Run 1, cell classes on the final placement:
Scale bar: 20 um.
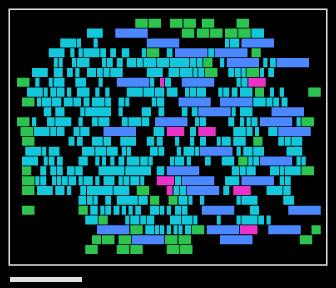
Run 1, where the registers sit:
Scale bar: 20 um. Other sequential cells in the stronger gray, the rest of the logic in the fainter gray.
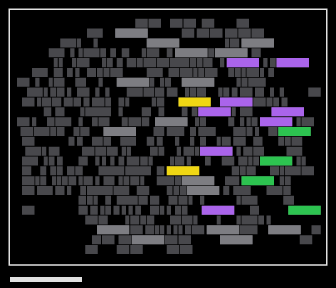
Run 1, routing congestion map:
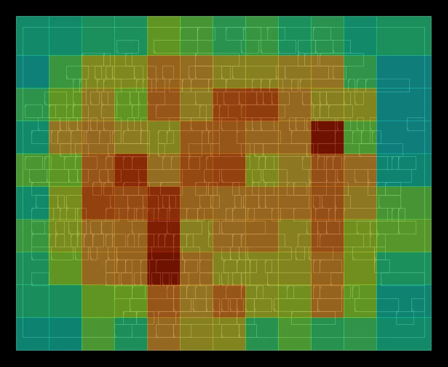
`src/rtl/seq_alu_pkg.sv`:
```
// ============================================================================
// Module      : seq_alu_pkg
// Description : Shared opcode/function encodings and enums for seq_alu.
// Revision    : 1.0 - initial release
// ============================================================================
`default_nettype none

package seq_alu_pkg;

    typedef enum logic [2:0] {
        opADD   = 3'd0,
        opSUB   = 3'd1,
        opCEQ   = 3'd2,
        opCLT   = 3'd3,
        opLW    = 3'd4,
        opSW    = 3'd5,
        opSEI   = 3'd6,
        opOTYPE = 3'd7
    } op_mne_e;

    // FUNC field under opOTYPE; shift codes occupy 0..fnSRO
    localparam logic [2:0] fnSLX = 3'd0;
    localparam logic [2:0] fnSLF = 3'd1;
    localparam logic [2:0] fnSRX = 3'd2;
    localparam logic [2:0] fnSRF = 3'd3;
    localparam logic [2:0] fnSRO = 3'd4;
    localparam logic [2:0] fnB0  = 3'd5;
    localparam logic [2:0] fnB1  = 3'd6;
    localparam logic [2:0] fnMUL = 3'd7;

    typedef enum logic [1:0] {
        ST_IDLE = 2'd0,
        ST_RUN  = 2'd1,
        ST_FIN  = 2'd2
    } seq_alu_st_e;

    typedef enum logic [1:0] {
        IT_SHL = 2'd0,
        IT_SHR = 2'd1,
        IT_MUL = 2'd2
    } iter_mode_e;

    typedef enum logic [1:0] {
        FILL_ZERO  = 2'd0,
        FILL_FLAG  = 2'd1,
        FILL_CARRY = 2'd2
    } fill_e;

endpackage

`default_nettype wire

```
`src/rtl/seq_alu_iter.sv`:
```
// ============================================================================
// Module      : seq_alu_iter
// Description : Iterative one-bit-per-cycle shifter and (with ALU_MUL_EN)
//               shift-add multiplier. result/carry_out show the current step.
// Revision    : 1.0 - initial release
// ============================================================================
`default_nettype none

module seq_alu_iter
    import seq_alu_pkg::*;
#(
    parameter int W  = 8,
    parameter int SW = $clog2(W)
) (
    input  logic          clk,
    input  logic          rst_n,
    input  logic          load,
    input  iter_mode_e    mode,
    input  fill_e         fill,
    input  logic          flag_in,
    input  logic          carry_in,
    input  logic [W-1:0]  a,
`ifdef ALU_MUL_EN
    input  logic [W-1:0]  b,
`endif
    input  logic [SW:0]   count,
    output logic [W-1:0]  result,
    output logic          carry_out,
    output logic          last
);

    localparam logic [SW:0] c_one = {{SW{1'b0}}, 1'b1};

    logic [W-1:0] r_acc;
    logic         r_carry;
    logic         r_flag;
    logic [SW:0]  r_cnt;
    iter_mode_e   r_mode;
    fill_e        r_fill;
    logic         w_fill_bit;

`ifdef ALU_MUL_EN
    logic [W-1:0] r_hi;
    logic [W-1:0] r_mcand;
    logic [W:0]   w_sum;
    logic [W-1:0] w_hi_next;

    // r_acc holds the multiplier and collects product low bits from the top
    assign w_sum     = {1'b0, r_hi} + (r_acc[0] ? {1'b0, r_mcand} : {(W+1){1'b0}});
    assign w_hi_next = w_sum[W:1];
`endif

    always_comb begin
        case (r_fill)
            FILL_FLAG:  w_fill_bit = r_flag;
            FILL_CARRY: w_fill_bit = r_carry;
            default:    w_fill_bit = 1'b0;
        endcase
    end

    always_comb begin
        result    = r_acc;
        carry_out = r_carry;
        case (r_mode)
            IT_SHL: begin
                result    = {r_acc[W-2:0], w_fill_bit};
                carry_out = r_acc[W-1];
            end
            IT_SHR: begin
                result    = {w_fill_bit, r_acc[W-1:1]};
                carry_out = r_acc[0];
            end
`ifdef ALU_MUL_EN
            IT_MUL: begin
                result    = {w_sum[0], r_acc[W-1:1]};
                carry_out = |w_hi_next;
            end
`endif
            default: ;
        endcase
    end

    assign last = (r_cnt == c_one);

    always_ff @(posedge clk or negedge rst_n) begin
        if (!rst_n) begin
            r_acc   <= '0;
            r_carry <= 1'b0;
            r_flag  <= 1'b0;
            r_cnt   <= '0;
            r_mode  <= IT_SHL;
            r_fill  <= FILL_ZERO;
`ifdef ALU_MUL_EN
            r_hi    <= '0;
            r_mcand <= '0;
`endif
        end else if (load) begin
            r_carry <= carry_in;
            r_flag  <= flag_in;
            r_cnt   <= count;
            r_mode  <= mode;
            r_fill  <= fill;
`ifdef ALU_MUL_EN
            r_acc   <= (mode == IT_MUL) ? b : a;
            r_hi    <= '0;
            r_mcand <= a;
`else
            r_acc   <= a;
`endif
        end else if (r_cnt != '0) begin
            r_acc   <= result;
            r_carry <= carry_out;
            r_cnt   <= r_cnt - c_one;
`ifdef ALU_MUL_EN
            r_hi    <= w_hi_next;
`endif
        end
    end

endmodule

`default_nettype wire

```
`src/rtl/seq_alu.sv`:
```
// ============================================================================
// Module      : seq_alu
// Description : Registered ALU with internal FLAG/OVERFLOW and START/BUSY/DONE
//               handshake. Optional multiplier enabled by macro ALU_MUL_EN.
// Revision    : 1.0 - initial release
// ============================================================================
`default_nettype none

module seq_alu
    import seq_alu_pkg::*;
#(
    parameter int W  = 8,
    parameter int SW = $clog2(W)
) (
    input  logic          clk,
    input  logic          rst_n,
    input  logic          start,
    input  logic [2:0]    op,
    input  logic [2:0]    func,
    input  logic [W-1:0]  inputa,
    input  logic [W-1:0]  inputb,
    input  logic          clr_flags,
    output logic [W-1:0]  out,
    output logic          flag,
    output logic          overflow,
    output logic          branch_en,
    output logic          busy,
    output logic          done
);

`ifdef ALU_MUL_EN
    localparam logic [SW:0] c_mul_count = (SW+1)'(W);
`endif

    seq_alu_st_e  r_state, w_next;
    logic [W-1:0] r_out, w_out;
    logic         r_flag, w_flag, r_ovf, w_ovf, r_br, w_br;
    logic         w_flag_base, w_ovf_base;
    logic [W:0]   w_add, w_sub;
    logic [SW-1:0] w_n;
    logic         w_load;
    iter_mode_e   w_mode;
    fill_e        w_fill;
    logic [SW:0]  w_count;
    logic [W-1:0] w_it_result;
    logic         w_it_carry, w_it_last;

    // A clear in FIN would clobber the op's own update, so it is masked there
    assign w_flag_base = (clr_flags && r_state != ST_FIN) ? 1'b0 : r_flag;
    assign w_ovf_base  = (clr_flags && r_state != ST_FIN) ? 1'b0 : r_ovf;
    assign w_add = {1'b0, inputa} + {1'b0, inputb}  + {{W{1'b0}}, w_ovf_base};
    assign w_sub = {1'b0, inputa} + {1'b0, ~inputb} + {{W{1'b0}}, ~w_ovf_base};
    assign w_n   = inputb[SW-1:0];

    always_ff @(posedge clk or negedge rst_n) begin
        if (!rst_n) r_state <= ST_IDLE;
        else        r_state <= w_next;
    end

    always_comb begin
        w_next  = r_state;
        w_out   = r_out;
        w_flag  = w_flag_base;
        w_ovf   = w_ovf_base;
        w_br    = 1'b0;
        w_load  = 1'b0;
        w_mode  = IT_SHL;
        w_fill  = FILL_ZERO;
        w_count = '0;
        case (r_state)
            ST_IDLE: begin
                if (start) begin
                    w_next = ST_FIN;
                    case (op)
                        opADD: begin w_out = w_add[W-1:0]; w_ovf = w_add[W]; end
                        opSUB: begin w_out = w_sub[W-1:0]; w_ovf = ~w_sub[W]; end
                        opCEQ: begin w_out = '0; w_ovf = 1'b0; w_flag = (inputa == inputb); end
                        opCLT: begin w_out = '0; w_ovf = 1'b0; w_flag = (inputa < inputb); end
                        opLW, opSW: w_out = inputb;
                        opSEI:      w_out = inputa;
                        default: begin
                            case (func)
                                fnSLX, fnSLF, fnSRX, fnSRF, fnSRO: begin
                                    w_mode  = (func == fnSLX || func == fnSLF) ? IT_SHL : IT_SHR;
                                    w_fill  = (func == fnSLF || func == fnSRF) ? FILL_FLAG :
                                              (func == fnSRO) ? FILL_CARRY : FILL_ZERO;
                                    w_count = {1'b0, w_n};
                                    if (w_n == '0) begin
                                        w_out = inputa;
                                    end else begin
                                        w_load = 1'b1;
                                        w_next = ST_RUN;
                                    end
                                end
                                fnB0: begin w_out = '0; w_br = ~w_flag_base; end
                                fnB1: begin w_out = '0; w_br = w_flag_base; end
`ifdef ALU_MUL_EN
                                fnMUL: begin
                                    w_mode  = IT_MUL;
                                    w_count = c_mul_count;
                                    w_load  = 1'b1;
                                    w_next  = ST_RUN;
                                end
`endif
                                default: begin w_out = '0; w_ovf = 1'b0; end
                            endcase
                        end
                    endcase
                end
            end
            ST_RUN: begin
                if (w_it_last) begin
                    w_next = ST_FIN;
                    w_out  = w_it_result;
                    w_ovf  = w_it_carry;
                end
            end
            ST_FIN:  w_next = ST_IDLE;
            default: w_next = ST_IDLE;
        endcase
    end

    always_ff @(posedge clk or negedge rst_n) begin
        if (!rst_n) begin
            r_out  <= '0;
            r_flag <= 1'b0;
            r_ovf  <= 1'b0;
            r_br   <= 1'b0;
        end else begin
            r_out  <= w_out;
            r_flag <= w_flag;
            r_ovf  <= w_ovf;
            r_br   <= w_br;
        end
    end

    seq_alu_iter #(.W(W), .SW(SW)) u_iter (
        .clk       (clk),
        .rst_n     (rst_n),
        .load      (w_load),
        .mode      (w_mode),
        .fill      (w_fill),
        .flag_in   (w_flag_base),
        .carry_in  (w_ovf_base),
        .a         (inputa),
`ifdef ALU_MUL_EN
        .b         (inputb),
`endif
        .count     (w_count),
        .result    (w_it_result),
        .carry_out (w_it_carry),
        .last      (w_it_last)
    );

    assign out       = r_out;
    assign flag      = r_flag;
    assign overflow  = r_ovf;
    assign branch_en = r_br;
    assign busy      = (r_state == ST_RUN);
    assign done      = (r_state == ST_FIN);

endmodule

`default_nettype wire

```
`config.mk`:
```
export PLATFORM = sky130hd
export DESIGN_NAME = seq_alu
export DESIGN_NICKNAME = d
export VERILOG_FILES = /design/src/rtl/seq_alu_pkg.sv /design/src/rtl/seq_alu_iter.sv /design/src/rtl/seq_alu.sv
export SDC_FILE = /design/constraint.sdc
export NUM_CORES = 1
export LEC_CHECK = 0
export CAP_MARGIN = 10
export CORE_ASPECT_RATIO = 0.8
export CORE_UTILIZATION = 45
export CTS_CLUSTER_DIAMETER = 150
export CTS_CLUSTER_SIZE = 14
export DETAILED_ROUTE_END_ITERATION = 16
export PLACE_DENSITY = 0.73
export SLEW_MARGIN = 10
export SYNTH_ARGS = -nofsm -noshare
export SYNTH_HDL_FRONTEND = slang
export SYNTH_SLANG_ARGS = --single-unit
```
`constraint.sdc`:
```
create_clock -name clk -period 3.8 [get_ports clk]
set_input_delay 1.14 -clock clk [delete_from_list [all_inputs] [get_ports clk]]
set_output_delay 1.14 -clock clk [all_outputs]
set_load 0.01 [all_outputs]
```
==> impl_metrics.py, run 1 <==
# Generated from Yosys and OpenROAD reports
metrics = {
    "cells_and_area": {
        "final_cells": 444,
        "seq_area_um2": 751,
        "num-clock-buffers": 7,
        "areaGrowthSynthToFinish_pct": 21.2,
        "nets": 415,
        "lay_top_cells": "38 x clkdlybuf4s50_1, 31 x nand2_1, 31 x a21oi_1, 30 x dfrtp_1",
        "num-nonclk-inverters": 30,
        "n_fill_cell": 527,
        "dominant_cells": "logic gates",
        "sh_seq_area": 0.236,
        "drive_gt1_frac": 0.0683,
        "clkCellAreaFrac": 0.0287,
    },
    "sta": {
        "period_used_share": 0.952,
        "timing.final.ws_setup_ns": 0.184,
        "period_minus_slack_ns": 3.62,
        "whs_ns": 0.493,
        "tightest_slew_ns": 0.631,
        "max_freq_ghz": 0.277,
        "rsz0062_at_grt": "no",
        "skew_ns": 0.00726,
        "slew_headroom": 0.578,
        "drv_slew": 0,
    },
    "floorplan": {
        "die_w_um": 87.4,
        "nWellTaps": 78,
        "chip_area_um2": 6140,
    },
    "critical_path": {
        "rr_endpoint": "overflow",
        "cp_cell_sequence": "clkdlybuf4s50_1, o21ai_0, nand2_1, inv_1, fa_1, inv_1, fa_1, nor3_1, nor3_1, o31ai_1, a221oi_1, nand2_1, a22o_1",
        "path_buffers": 3,
        "timing.rr.start": "r_state[1]",
        "endpoint": "out[6]",
        "cp-startpoint": "clr_flags",
        "r2r.worst_path.cells": 12,
        "cp-end-kind": "flop",
        "max_stage_delay_ns": 0.45,
        "r2r_slack_ns": 0.76,
        "cp_max_fo": 3,
    },
    "yosys": {
        "postSynthSeqShare": 0.286,
        "ys_warn_count": 0,
        "syn_nets": 379,
        "ys_cells": 329,
        "synth.top_cell.area_share": 0.286,
        "ys_sh_mux": 0.0500,
        "syn_area_per_cell_um2": 7.98,
        "yosys.cell_types.count": 51,
        "edf_count": 0,
        "ys.flop_type": "dfrtp_1",
        "ys_sh_simple": 0.184,
        "synth_cells": 329,
        "top_cells_by_count": "31 x a21oi_1, 31 x nand2_1, 30 x dfrtp_1",
        "area_leaders": "dfrtp_1 29%, ha_1 9.5%, a21oi_1 5.9%",
        "yosys.stat.chipArea_um2": 2630,
    },
    "cts": {
        "htreeDepth": 2,
        "clk_path_buf_depth": 2,
        "root_buffer": "clkbuf_8",
        "clk_pin_slew_worst_paths_ns": 0.07,
        "cts.sinks": 30,
        "postCtsSetupBuffers": 0,
        "post_cts_resized": 0,
        "numCtsBuffers": 5,
    },
    "global_route": {
        "use_met3": 0.0473,
        "grt_overflow": 0,
    },
    "run_status": {
        "status": "finished clean",
    },
    "drt": {
        "met1_length_um": 3490,
        "drtIter0Drc": 238,
        "drt_wl_total_um": 7430,
        "via_count": 2562,
        "met2_length_um": 3260,
        "wl_met3_um": 578,
        "via_per_inst": 5.77,
        "ant_nets": 0,
        "top_layer": "met4",
    },
    "power": {
        "comb_power_share": 0.439,
        "pg_seq_uw": 503,
        "ir_drop_uv": 179,
        "p_leak_uw": 0.00144,
        "power.density_nw_per_um2": 435,
        "power_uw": 1380,
        "p_seq_frac": 0.363,
        "power_leader": "combinational cells",
    },
    "min_path": {
        "min_from": "out[0]",
        "min_to": "out[0]",
    },
    "run": {
        "warnings": 36,
    },
    "placed_design": {
        "place_inst": 436,
        "dpl.hpwl_um": 5790,
    },
}
About 'cell classes on the final placement':
Key: remaining buffers and delay cells = green [cells 50]; clock drivers and dummy loads = magenta [cells 8]; remaining logic cells = cyan [cells 278]; registers = blue [cells 30]
Finished Cell Area: 3180 um^2
post-layout util: 0.576
core footprint: 5530 um^2

About 'where the registers sit':
Key: `u_iter.r_cnt` = green [placed flops 4]; `u_iter.r_acc` = purple [placed flops 8]; `r_state` = yellow [placed flops 2]

About 'routing congestion map':
GR Util met2: 0.382
met1 Track Usage GR: 0.390
gr usage total: 0.262

==> run 2: changes to the inputs <==
Settings changed: CTS_CLUSTER_DIAMETER 150 to default.
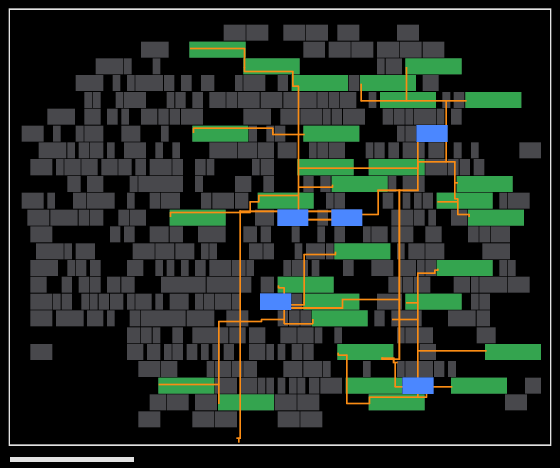
Run 2: clock wires, drivers and flops
Scale bar: 20 um.
Key: clock-net drivers = blue [count 5]; clock wires = orange [length 458 um]; flip-flops = green [count 30]
There are 6 routed clock nets.

==> run 2 against run 1 <==
Effect of this change: synthesized cell count stayed put; clock power about the same; power is the same; via count did not move; design area stayed put; setup slack is the same; sequential cell count is the same; largest cell class unchanged; largest power group unchanged.
==> impl_metrics.py, run 2 <==
# Generated from Yosys and OpenROAD reports
metrics = {
    "yosys": {
        "syn_area_per_cell_um2": 7.98,
        "ys_sh_simple": 0.184,
        "yosys.stat.chipArea_um2": 2630,
        "synth_cells": 329,
        "ys_cells": 329,
        "ys_sh_mux": 0.0500,
        "ys_warn_count": 0,
        "edf_count": 0,
        "area_leaders": "dfrtp_1 29%, ha_1 9.5%, a21oi_1 5.9%",
        "ys.flop_type": "dfrtp_1",
        "syn_nets": 379,
        "top_cells_by_count": "31 x a21oi_1, 31 x nand2_1, 30 x dfrtp_1",
        "yosys.cell_types.count": 51,
        "synth.top_cell.area_share": 0.286,
    },
    "cells_and_area": {
        "areaGrowthSynthToFinish_pct": 21.2,
        "sh_seq_area": 0.236,
        "num-clock-buffers": 7,
        "drive_gt1_frac": 0.0683,
        "lay_top_cells": "38 x clkdlybuf4s50_1, 31 x nand2_1, 31 x a21oi_1, 30 x dfrtp_1",
        "nets": 415,
        "final_area_um2": 3180,
        "final_util": 0.576,
        "seq_area_um2": 751,
        "clkCellAreaFrac": 0.0287,
        "num-nonclk-inverters": 30,
        "dominant_cells": "logic gates",
    },
    "min_path": {
        "min_to": "out[0]",
        "min_from": "out[0]",
    },
    "power": {
        "power_leader": "combinational cells",
        "comb_power_share": 0.439,
        "ir_drop_uv": 179,
        "p_leak_uw": 0.00144,
        "power.density_nw_per_um2": 435,
        "p_seq_frac": 0.363,
        "power_uw": 1380,
        "pg_seq_uw": 503,
    },
    "critical_path": {
        "cp_cell_sequence": "clkdlybuf4s50_1, o21ai_0, nand2_1, inv_1, fa_1, inv_1, fa_1, nor3_1, nor3_1, o31ai_1, a221oi_1, nand2_1, a22o_1",
        "max_stage_delay_ns": 0.45,
        "cp_max_fo": 3,
        "r2r.worst_path.cells": 12,
        "rr_endpoint": "overflow",
        "r2r_slack_ns": 0.76,
        "endpoint": "out[6]",
    },
    "sta": {
        "whs_ns": 0.493,
        "skew_ns": 0.00726,
        "tightest_slew_ns": 0.631,
        "drv_slew": 0,
        "rsz0062_at_grt": "no",
        "period_used_share": 0.952,
        "max_freq_ghz": 0.277,
    },
    "drt": {
        "firstDrtPassIters": 5,
        "top_layer": "met4",
        "met1_length_um": 3490,
        "ant_nets": 0,
        "via_per_inst": 5.77,
        "drt_wl_total_um": 7430,
        "drtIter0Drc": 238,
    },
    "global_route": {
        "grt_use_met2": 0.382,
        "track_usage": 0.262,
        "grt.met1_usage": 0.390,
        "use_met3": 0.0473,
        "grt_overflow": 0,
    },
    "run": {
        "warnings": 36,
    },
    "cts": {
        "numCtsBuffers": 5,
        "clk_pin_slew_worst_paths_ns": 0.07,
        "postCtsSetupBuffers": 0,
        "post_cts_resized": 0,
        "htreeDepth": 2,
        "root_buffer": "clkbuf_8",
        "clk_path_buf_depth": 2,
    },
    "floorplan": {
        "die_w_um": 87.4,
        "chip_area_um2": 6140,
        "core_area_um2": 5530,
        "nWellTaps": 78,
    },
    "run_status": {
        "status": "finished clean",
    },
    "placed_design": {
        "place_inst": 436,
    },
}
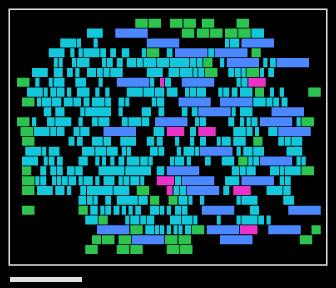
Run 2: cell classes on the final placement
Scale bar: 20 um.
Key: remaining buffers and delay cells = green [cells 50]; remaining logic cells = cyan [cells 278]; clock drivers and dummy loads = magenta [cells 8]; registers = blue [cells 30]

Power is estimated from default activity; no workload was simulated.
